[src/rtl/ab_gen_if.sv]
// Sequencer-to-address-generator bundle: microcode op, operand bytes and the
// resulting bus address / program counter.
//
// Handshake: the generator advances on every rising edge where rdy=1. While
// stall=1 the sequencer keeps ab_op and all operand bytes unchanged; a cycle
// with rdy=1 and stall=1 is the dummy cycle and is always followed by the
// corrected cycle. dbg_fix exposes the fix-up state for observation only.
interface ab_gen_if #(
    parameter int NBYTES = 3
);
    logic                  rdy;
    logic [10:0]           ab_op;
    logic [1:0]            width_sel;
    logic [7:0]            S;
    logic [7:0]            DI;
    logic [7:0]            DR;
    logic [7:0]            D3;
    logic [7:0]            D4;
    logic [7:0]            XY;
    logic [8*NBYTES-1:0]   AB;
    logic [8*NBYTES-1:0]   PC;
    logic                  stall;
    logic                  dbg_fix;

    modport master (
        output rdy, ab_op, width_sel, S, DI, DR, D3, D4, XY,
        input  AB, PC, stall, dbg_fix
    );

    modport slave (
        input  rdy, ab_op, width_sel, S, DI, DR, D3, D4, XY,
        output AB, PC, stall, dbg_fix
    );
endinterface

[src/rtl/ab_gen.sv]
// Address-bus and PC generator: base + index with selectable wrap width, hold
// register and a one-cycle page-cross fix-up (dummy address, then corrected).
module ab_gen #(
    parameter int                  NBYTES   = 3,
    parameter logic [8*NBYTES-1:0] RESET_PC = {(8*NBYTES){1'b1}} - (8*NBYTES)'(5)
) (
    input  logic    clk,
    input  logic    RST,
    ab_gen_if.slave bus
);
    localparam int AW = 8 * NBYTES;
    localparam int HW = AW - 8;

    typedef enum logic {
        ST_RUN = 1'b0,
        ST_FIX = 1'b1
    } state_t;

    state_t           r_state;
    state_t           w_state_nxt;
    logic [AW-1:0]    r_pc;
    logic [AW-1:0]    r_hold;
    logic [AW-1:0]    r_fix;

    logic [2:0]       w_width;
    logic [AW-1:0]    w_mask;
    logic [AW-1:0]    w_operand;
    logic [AW-1:0]    w_base;
    logic [7:0]       w_lo_a;
    logic [7:0]       w_lo_b;
    logic [8:0]       w_lo_sum;
    logic             w_co;
    logic             w_hc;
    logic             w_page_cross;
    logic [HW-1:0]    w_hi_add;
    logic [HW-1:0]    w_hi_raw;
    logic [HW-1:0]    w_hi_cor;
    logic [AW-1:0]    w_ab_uncor;
    logic [AW-1:0]    w_ab_cor;
    logic [AW-1:0]    w_ab;
    logic             w_stall;
    logic             w_enter_fix;
    logic             w_eff;
    logic [AW-1:0]    w_pc_nxt;

    always_comb begin
        case (bus.width_sel)
            2'd0:    w_width = 3'd2;
            2'd1:    w_width = 3'd3;
            default: w_width = 3'd4;
        endcase
        if (w_width > 3'(NBYTES)) begin
            w_width = 3'(NBYTES);
        end
    end

    always_comb begin
        w_mask = '0;
        for (int i = 0; i < NBYTES; i++) begin
            w_mask[8*i +: 8] = (3'(i) < w_width) ? 8'hff : 8'h00;
        end
    end

    // Operand bytes arrive MSB first, so DI lands in the top active byte.
    always_comb begin
        case (w_width)
            3'd2:    w_operand = AW'({bus.DI, bus.DR});
            3'd3:    w_operand = AW'({bus.DI, bus.DR, bus.D3});
            default: w_operand = AW'({bus.DI, bus.DR, bus.D3, bus.D4});
        endcase
    end

    always_comb begin
        case (bus.ab_op[4:3])
            2'b00:   w_base = {{HW{1'b0}}, bus.S};
            2'b01:   w_base = r_pc;
            2'b10:   w_base = w_operand;
            default: w_base = r_hold;
        endcase
    end

    always_comb begin
        w_lo_a = w_base[7:0];
        w_lo_b = 8'h00;
        case (bus.ab_op[2:1])
            2'b01: w_lo_b = bus.XY;
            2'b10: w_lo_b = bus.DI;
            2'b11: begin
                w_lo_a = bus.XY;
                w_lo_b = bus.DI;
            end
            default: w_lo_b = 8'h00;
        endcase
    end

    assign w_lo_sum     = {1'b0, w_lo_a} + {1'b0, w_lo_b} + {8'h00, bus.ab_op[0]};
    assign w_co         = w_lo_sum[8];
    assign w_hc         = bus.ab_op[9] & w_co;
    assign w_page_cross = bus.ab_op[10] & w_hc;

    // +H=11 adds all-ones across every upper byte: a sign-extended -1 page.
    always_comb begin
        case (bus.ab_op[9:8])
            2'b01:   w_hi_add = HW'(1);
            2'b11:   w_hi_add = {HW{1'b1}};
            default: w_hi_add = '0;
        endcase
    end

    assign w_hi_raw   = w_base[AW-1:8] + w_hi_add;
    assign w_hi_cor   = w_hi_raw + {{(HW-1){1'b0}}, w_hc};
    assign w_ab_uncor = {w_hi_raw, w_lo_sum[7:0]} & w_mask;
    assign w_ab_cor   = {w_hi_cor, w_lo_sum[7:0]} & w_mask;

    always_ff @(posedge clk or posedge RST) begin
        if (RST) begin
            r_state <= ST_RUN;
        end else begin
            r_state <= w_state_nxt;
        end
    end

    always_comb begin
        w_state_nxt = r_state;
        w_ab        = w_ab_cor;
        w_stall     = 1'b0;
        w_enter_fix = 1'b0;
        case (r_state)
            ST_RUN: begin
                if (w_page_cross) begin
                    w_ab    = w_ab_uncor;
                    w_stall = 1'b1;
                    if (bus.rdy) begin
                        w_state_nxt = ST_FIX;
                        w_enter_fix = 1'b1;
                    end
                end
            end
            ST_FIX: begin
                w_ab = r_fix & w_mask;
                if (bus.rdy) begin
                    w_state_nxt = ST_RUN;
                end
            end
            default: w_state_nxt = ST_RUN;
        endcase
    end

    // The dummy cycle only latches the fix register; PC/hold wait for FIX.
    assign w_eff = bus.rdy & ~w_enter_fix;

    always_comb begin
        w_pc_nxt = r_pc;
        case (bus.ab_op[6:5])
            2'b01:   w_pc_nxt = (w_ab + AW'(1)) & w_mask;
            2'b10:   w_pc_nxt = ({AW{1'b1}} - AW'(8)) & w_mask;
            2'b11:   w_pc_nxt = ({AW{1'b1}} - AW'(2)) & w_mask;
            default: w_pc_nxt = r_pc;
        endcase
    end

    always_ff @(posedge clk or posedge RST) begin
        if (RST) begin
            r_pc   <= RESET_PC;
            r_hold <= '0;
            r_fix  <= '0;
        end else begin
            if (w_enter_fix) begin
                r_fix <= w_ab_cor;
            end
            if (w_eff) begin
                r_pc <= w_pc_nxt;
                if (bus.ab_op[7]) begin
                    r_hold <= w_ab;
                end
            end
        end
    end

    assign bus.AB      = w_ab;
    assign bus.PC      = r_pc;
    assign bus.stall   = w_stall;
    assign bus.dbg_fix = (r_state == ST_FIX);
endmodule

[src/flat_wrapper.sv]
// flat-port wrapper written by rule: the top's interface ports become plain ports
module ab_gen_flat 
#(
    parameter int                  NBYTES   = 3,
    parameter logic [8*NBYTES-1:0] RESET_PC = {(8*NBYTES){1'b1}} - (8*NBYTES)'(5)
)
  (clk, RST, bus_rdy, bus_ab_op, bus_width_sel, bus_S, bus_DI, bus_DR, bus_D3, bus_D4, bus_XY, bus_AB, bus_PC, bus_stall, bus_dbg_fix);
  ab_gen_if #(.NBYTES(NBYTES)) bus_i ();
  input  logic clk;
  input  logic RST;
  input wire logic [$bits(bus_i.rdy)-1:0] bus_rdy;
  input wire logic [$bits(bus_i.ab_op)-1:0] bus_ab_op;
  input wire logic [$bits(bus_i.width_sel)-1:0] bus_width_sel;
  input wire logic [$bits(bus_i.S)-1:0] bus_S;
  input wire logic [$bits(bus_i.DI)-1:0] bus_DI;
  input wire logic [$bits(bus_i.DR)-1:0] bus_DR;
  input wire logic [$bits(bus_i.D3)-1:0] bus_D3;
  input wire logic [$bits(bus_i.D4)-1:0] bus_D4;
  input wire logic [$bits(bus_i.XY)-1:0] bus_XY;
  output wire logic [$bits(bus_i.AB)-1:0] bus_AB;
  output wire logic [$bits(bus_i.PC)-1:0] bus_PC;
  output wire logic [$bits(bus_i.stall)-1:0] bus_stall;
  output wire logic [$bits(bus_i.dbg_fix)-1:0] bus_dbg_fix;
  assign bus_i.rdy = bus_rdy;
  assign bus_i.ab_op = bus_ab_op;
  assign bus_i.width_sel = bus_width_sel;
  assign bus_i.S = bus_S;
  assign bus_i.DI = bus_DI;
  assign bus_i.DR = bus_DR;
  assign bus_i.D3 = bus_D3;
  assign bus_i.D4 = bus_D4;
  assign bus_i.XY = bus_XY;
  assign bus_AB = bus_i.AB;
  assign bus_PC = bus_i.PC;
  assign bus_stall = bus_i.stall;
  assign bus_dbg_fix = bus_i.dbg_fix;
  ab_gen #(.NBYTES(NBYTES), .RESET_PC(RESET_PC)) u_core (.clk(clk), .RST(RST), .bus(bus_i));
endmodule
[config.mk]
export PLATFORM = sky130hd
export DESIGN_NAME = ab_gen_flat
export DESIGN_NICKNAME = d
export VERILOG_FILES = /design/src/rtl/ab_gen_if.sv /design/src/rtl/ab_gen.sv /design/src/flat_wrapper.sv
export SDC_FILE = /design/constraint.sdc
export NUM_CORES = 1
export LEC_CHECK = 0
export CORE_MARGIN = 2
export CORE_UTILIZATION = 49
export CTS_CLUSTER_DIAMETER = 60
export CTS_CLUSTER_SIZE = 10
export DETAILED_ROUTE_END_ITERATION = 12
export GPL_TIMING_DRIVEN = 1
export PLACE_DENSITY = 0.78
export SKIP_LAST_GASP = 1
export SYNTH_ARGS = -nofsm -noshare
export SYNTH_HDL_FRONTEND = slang
export SYNTH_SLANG_ARGS = --single-unit
[constraint.sdc]
create_clock -name clk -period 18 [get_ports clk]
set_input_delay 1.8 -clock clk [delete_from_list [all_inputs] [get_ports clk]]
set_output_delay 1.8 -clock clk [all_outputs]
set_load 0.01 [all_outputs]
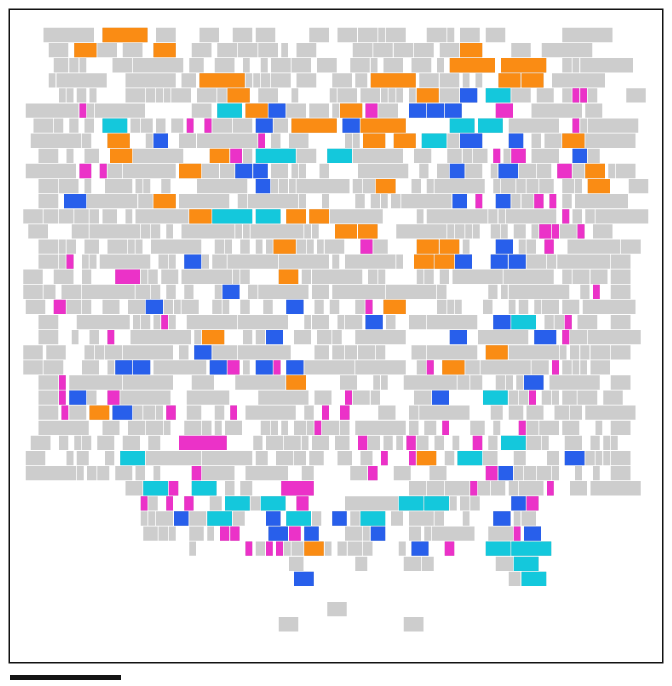
*Logic cells by family, run 1*
The bar under the picture is 20 um long.
cyan -> adder and majority cells  # cells 28, most used ha_1
blue -> AND-OR and OR-AND gates  # cells 55, most used a22o_1
orange -> multiplexers  # cells 46, most used mux2_2
magenta -> NOR gates  # cells 76, most used nor2_1
final std cells w/o fill: 1004
logic share of the area: 0.534
most frequent logic cell in the layout: nand2_1

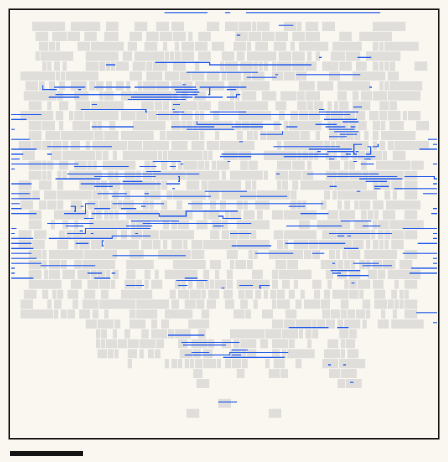
*M3 wires, run 1*
The bar under the picture is 20 um long.
main direction = horizontal
wire length on this layer = 1700 um
share of all routed wire = 8.5%
longest straight run = 52.9 um
nets with wire on the layer = 150

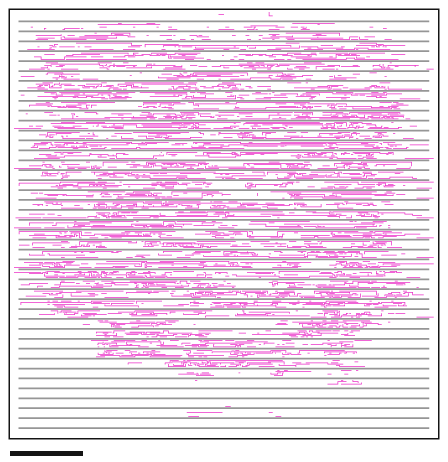
*Met1 routing, run 1*
The bar under the picture is 20 um long. Supply wires on this layer in gray.
wire length on this layer = 8150 um
share of all routed wire = 41%
longest straight run = 35.9 um
main direction = horizontal
nets with wire on the layer = 840
DRT Wirelength: 20000 um
GRT met1 Usage: 0.377
Via Count: 6319

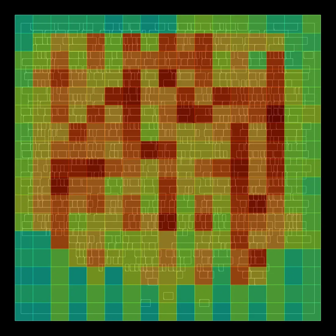
*Routing congestion map, run 1*
Routed WL per cell: 19.9 um
busiest grt layer: met2
GRT Total Usage: 0.290
GR Util met3: 0.0554
Util after Layout: 0.625

==> results_dict.tcl, run 1 <==
# yosys + openroad results
set metrics [dict create \
    cp.required_ns 16.20 \
    synthArstFlopShare 1.00 \
    rsz0062_at_grt "false" \
    viasPerCell 6.29 \
    grt-ovfl-total 0 \
    gp_congestion 0.938 \
    cp.depth 25 \
    reg2reg_from "u_core.r_hold[0]" \
    slowest_stage "clkdlybuf4s50_1" \
    clkTransAtPathRegs_ns 0.06 \
    fin_crit_ns 9.88 \
    clk_latency_ns 0.34 \
    start_kind "input port" \
    finalPower_mw 1.02 \
    grt_pass1_vias 6294 \
    hp-class "register to register" \
    nNetsFinal 919 \
    final_cell_mix "nand2_1 (121), clkdlybuf4s50_1 (105), o21ai_0 (71)" \
    status "completed" \
    max-slew-margin-rel 0.279 \
    finalSetupViolations 0 \
    drtIter0Drc 740 \
    flop_cell "dfrtp_1" \
    area_delta_synth_final_pct 24.6 \
    tns_ns 0 \
    cts_hold_buf 0 \
    finalCritPeriodShare 0.549 \
    ys_cells 746 \
    cp_slowest_stage_delay_ns 0.54 \
    fill_cells 1064 \
    worst_slew_pin_slew_ns 1.08 \
    dp.cells 988 \
    setup_ws_ns 8.12 \
    end_kind "output pin" \
    synth_flops 73 \
]
[run 1: worst min path at each step]
| stage | start | to | slack (ns) |
|---|---|---|---|
| 2_1_floorplan | u_core.r_fix[17] | u_core.r_fix[17] | 0.44 |
| 3_3_place_gp | u_core.r_fix[17] | u_core.r_fix[17] | 0.46 |
| 3_5_place_dp | u_core.r_hold[21] | u_core.r_hold[21] | 0.47 |
| 4_1_cts | u_core.bus.PC[4] | u_core.bus.PC[4] | 0.48 |
| 5_1_grt | u_core.bus.PC[4] | u_core.bus.PC[4] | 0.50 |
| 6_report | u_core.r_fix[21] | u_core.r_fix[21] | 0.49 |
[run 1: metal layers]
metal,vias to the layer above,global-route usage
li1,2862,-
met5,-,0
met4,0,0.125
met1,3031,0.377
met3,65,0.0554
met2,361,0.471
[run 1: final cells by class]
| type | instances | area, sq um | area share |
|---|---|---|---|
| Multi-Input combinational cell | 606 | 4200 | 0.534 |
| Sequential cell | 73 | 1850 | 0.236 |
| Clock inverter | 5 | 125 | 0.0159 |
| Inverter | 22 | 82.6 | 0.0105 |
| Tap cell | 172 | 215 | 0.0274 |
| Clock buffer | 11 | 253 | 0.0322 |
| Timing Repair Buffer | 115 | 1130 | 0.143 |
[run 1: cells by family after synthesis]
group | after synthesis | synth area share
AOI/OAI and AO/OA | 218 | 0.239
xor gates and xnor gates | 53 | 0.0749
adders and majority gates | 28 | 0.0592
buffers and inverters | 67 | 0.0401
DFF | 73 | 0.294
muxes | 46 | 0.0920
and+or+nand+nor | 261 | 0.200
[run 1: synthesized netlist by cell type, types with 5 or more instances]
library cell and n:
dfrtp_1 51, or2_2 5, nor2_1 45, dfstp_2 22, or3_1 9, ha_1 25
xor2_1 18, o211ai_1 6, a21o_1 11, a211oi_1 8, mux2i_1 14, nand3_1 11
and2_1 7, o31ai_1 8, and3_1 8, nand4_1 5, nor3_1 14, nand2_1 121
o21ai_0 71, mux4_2 7, inv_1 22, nand2b_1 7, xnor2_1 34, clkbuf_1 42
a21oi_1 42, a22o_1 24, nor4_1 7, mux2_2 25
[run 1: worst reg2reg max path, stage by stage, from the launching register on]
cell and delay (ns):
dfrtp_1 0.37, a21oi_1 0.09, a211oi_1 0.30, a21oi_1 0.09, fa_1 0.41, inv_1 0.08
fa_1 0.22, a21o_1 0.18, nand4_1 0.20, a21oi_1 0.19, o21a_1 0.16, ha_1 0.23
nand3_1 0.09, a211oi_1 0.23, o211ai_1 0.21, nor3_1 0.43, a311oi_1 0.16, a211oi_1 0.64
a21boi_0 0.31, nand4b_1 0.28, nor4_1 0.35, xor2_1 0.13, a21oi_1 0.19
[run 1: where the power goes]
group	leakage, nW	internal (mW)	total [mW]	switching [mW]
registers	0.871	0.240	0.286	0.0463
clock network	0.186	0.157	0.229	0.0724
logic	2.25	0.232	0.502	0.270
total	3.30	0.628	1.02	0.389
[run 1: flip-flops by register name (all words and copies together) (netlist names)]
signal              cells
u_core.bus.PC          24
u_core.bus.dbg_fix      1
u_core.r_fix           24
u_core.r_hold          24
==> run 2, diff against run 1 <==
==> constraint.sdc (replaced) <==
create_clock -name clk -period 10.05 [get_ports clk]
set_input_delay 1.005 -clock clk [delete_from_list [all_inputs] [get_ports clk]]
set_output_delay 1.005 -clock clk [all_outputs]
set_load 0.01 [all_outputs]
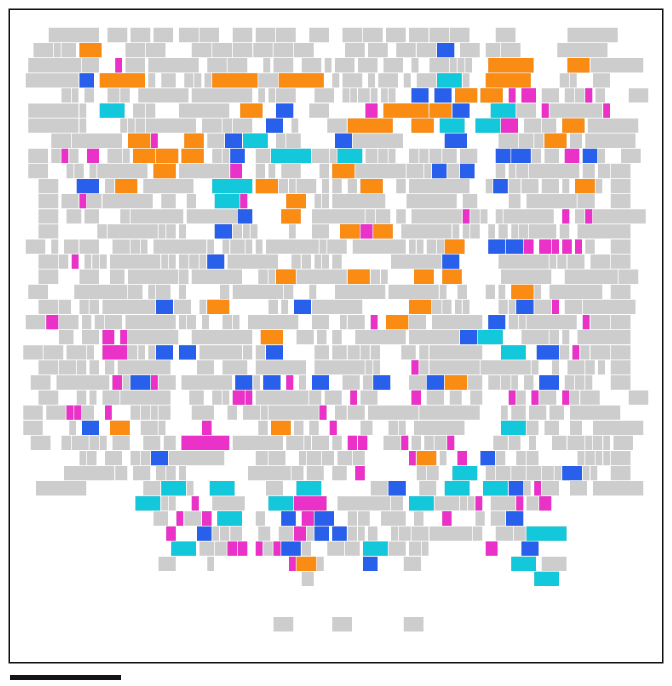
*Logic cells by family, run 2*
The bar under the picture is 20 um long.
magenta -> NOR gates  # cells 76, most used nor2_1, where spread over the die
orange -> multiplexers  # cells 46, most used mux2_2
blue -> AND-OR and OR-AND gates  # cells 55, most used a22o_1
cyan -> adder and majority cells  # cells 28, most used ha_1

==> run 2 against run 1 <==
- via count fell by 1.3%
- critical path type unchanged
- global-route usage fell by 0.12 points
- routed wire length fell by 0.21%
- cell count did not move
==> results_dict.tcl, run 2 <==
# yosys + openroad results
set metrics [dict create \
    status "completed" \
    layout_top_cell "nand2_1" \
    worst_slew_pin_slew_ns 1.05 \
    dp.cells 988 \
    common_cells "nand2_1 (121), o21ai_0 (71), dfrtp_1 (51)" \
    start_kind "input port" \
    synth_flops 73 \
    min_from "u_core.r_hold[21]" \
    finalSetupViolations 0 \
    gp_congestion 0.980 \
    fin_cells 1004 \
    flop_cell "dfrtp_1" \
    vias 6235 \
    grt_pass1_vias 6066 \
    tns_ns 0 \
    final_cell_mix "nand2_1 (121), clkdlybuf4s50_1 (105), o21ai_0 (71)" \
    fill_cells 1065 \
    hp-class "register to register" \
    grt-ovfl-total 0 \
    viasPerCell 6.21 \
    end_kind "output pin" \
    clk_latency_ns 0.34 \
    drtIter0Drc 661 \
    core_area_sq_mm 0.0126 \
    clkTransAtPathRegs_ns 0.06 \
    reg2reg_from "u_core.bus.PC[0]" \
    cts_hold_buf 0 \
    ys_cells 746 \
    worst_hold_path.endpoint "u_core.r_hold[21]" \
    max-slew-margin-rel 0.299 \
    synthArstFlopShare 1.00 \
]
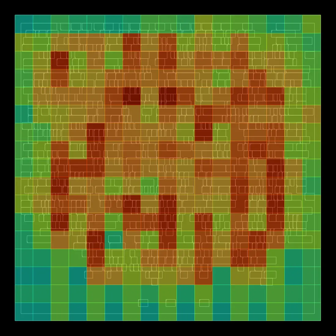
*Routing congestion map, run 2*
M2 GR Usage: 0.463
Routed WL per cell: 19.9 um

-- run 2: stage by stage --
step / cell area [sq um] / hold slack, ns / utilization / setup WS (ns) / power [mW]
after CTS: 7850 / 0.481 / 0.625 / 1.88 / 1.81
after detailed placement: 7470 / 0.466 / 0.595 / 1.94 / 1.39
after global placement: 7470 / 0.461 / 0.595 / 2.05 / 1.36
final: 7850 / 0.480 / 0.625 / 1.74 / 1.82
after floorplan: 6300 / 0.445 / - / 3.46 / 1.06
after global routing: 7850 / 0.501 / 0.625 / 1.29 / 1.92
-- run 2: final cells by class --
cell class	count	area (sq um)	share of cell area
multi-input cells	606	4200	0.534
flip-flops and latches	73	1850	0.236
repair buffers	115	1130	0.143
clock buffers	11	253	0.0322
well taps	172	215	0.0274
clock inverters	5	125	0.0159
inverters	22	82.6	0.0105
-- run 2: how the worst max path moves through the flow --
stage,from,endpoint,slack (ns)
after floorplan,bus_width_sel[0],bus_AB[22],3.46
after global placement,bus_width_sel[0],bus_AB[22],2.05
after detailed placement,bus_width_sel[1],bus_AB[23],1.94
after CTS,bus_width_sel[1],bus_AB[23],1.88
after global routing,bus_width_sel[1],bus_AB[23],1.29
final,bus_width_sel[1],bus_AB[23],1.74
-- run 2: routing by layer --
metal	up-vias	track usage	wire length (um)	share of wire
li1	2854	-	-	-
met1	3019	0.395	8440	0.42
met2	312	0.463	9390	0.47
met3	50	0.0433	1460	0.073
met4	0	0.108	646	0.032
met5	-	0	0	0
-- run 2: kinds of logic after synthesis --
family	after synthesis	synth area share
adder cells (fa/ha/maj)	28	0.0592
XOR/XNOR	53	0.0749
multiplexers	46	0.0920
AND-OR/OR-AND	218	0.239
flip-flops	73	0.294
AND/OR/NAND/NOR	261	0.200
buffers and inverters	67	0.0401
-- run 2: power breakdown --
part	total (mW)	internal, mW	switching (mW)
registers	0.511	0.429	0.0813
logic	0.900	0.415	0.486
clock network	0.407	0.281	0.126
-- run 2: critical path: stages --
cell	delay, ns
clkdlybuf4s50_1	0.49
or2_2	0.46
nand2_1	0.11
a21oi_1	0.18
a21oi_1	0.06
a211oi_1	0.25
a21oi_1	0.08
fa_1	0.41
inv_1	0.09
fa_1	0.21
a21o_1	0.18
nand4_1	0.20
a21oi_1	0.20
o21a_1	0.15
ha_1	0.23
nand3b_1	0.13
nor4_1	0.28
o211ai_1	0.29
or3_1	0.58
nor4b_4	0.46
nand4_1	0.16
xor2_1	0.16
mux2i_1	0.35
nor2_1	0.08
clkdlybuf4s50_1	0.49
No activity file was given, so power comes from the tool's default toggle rates.
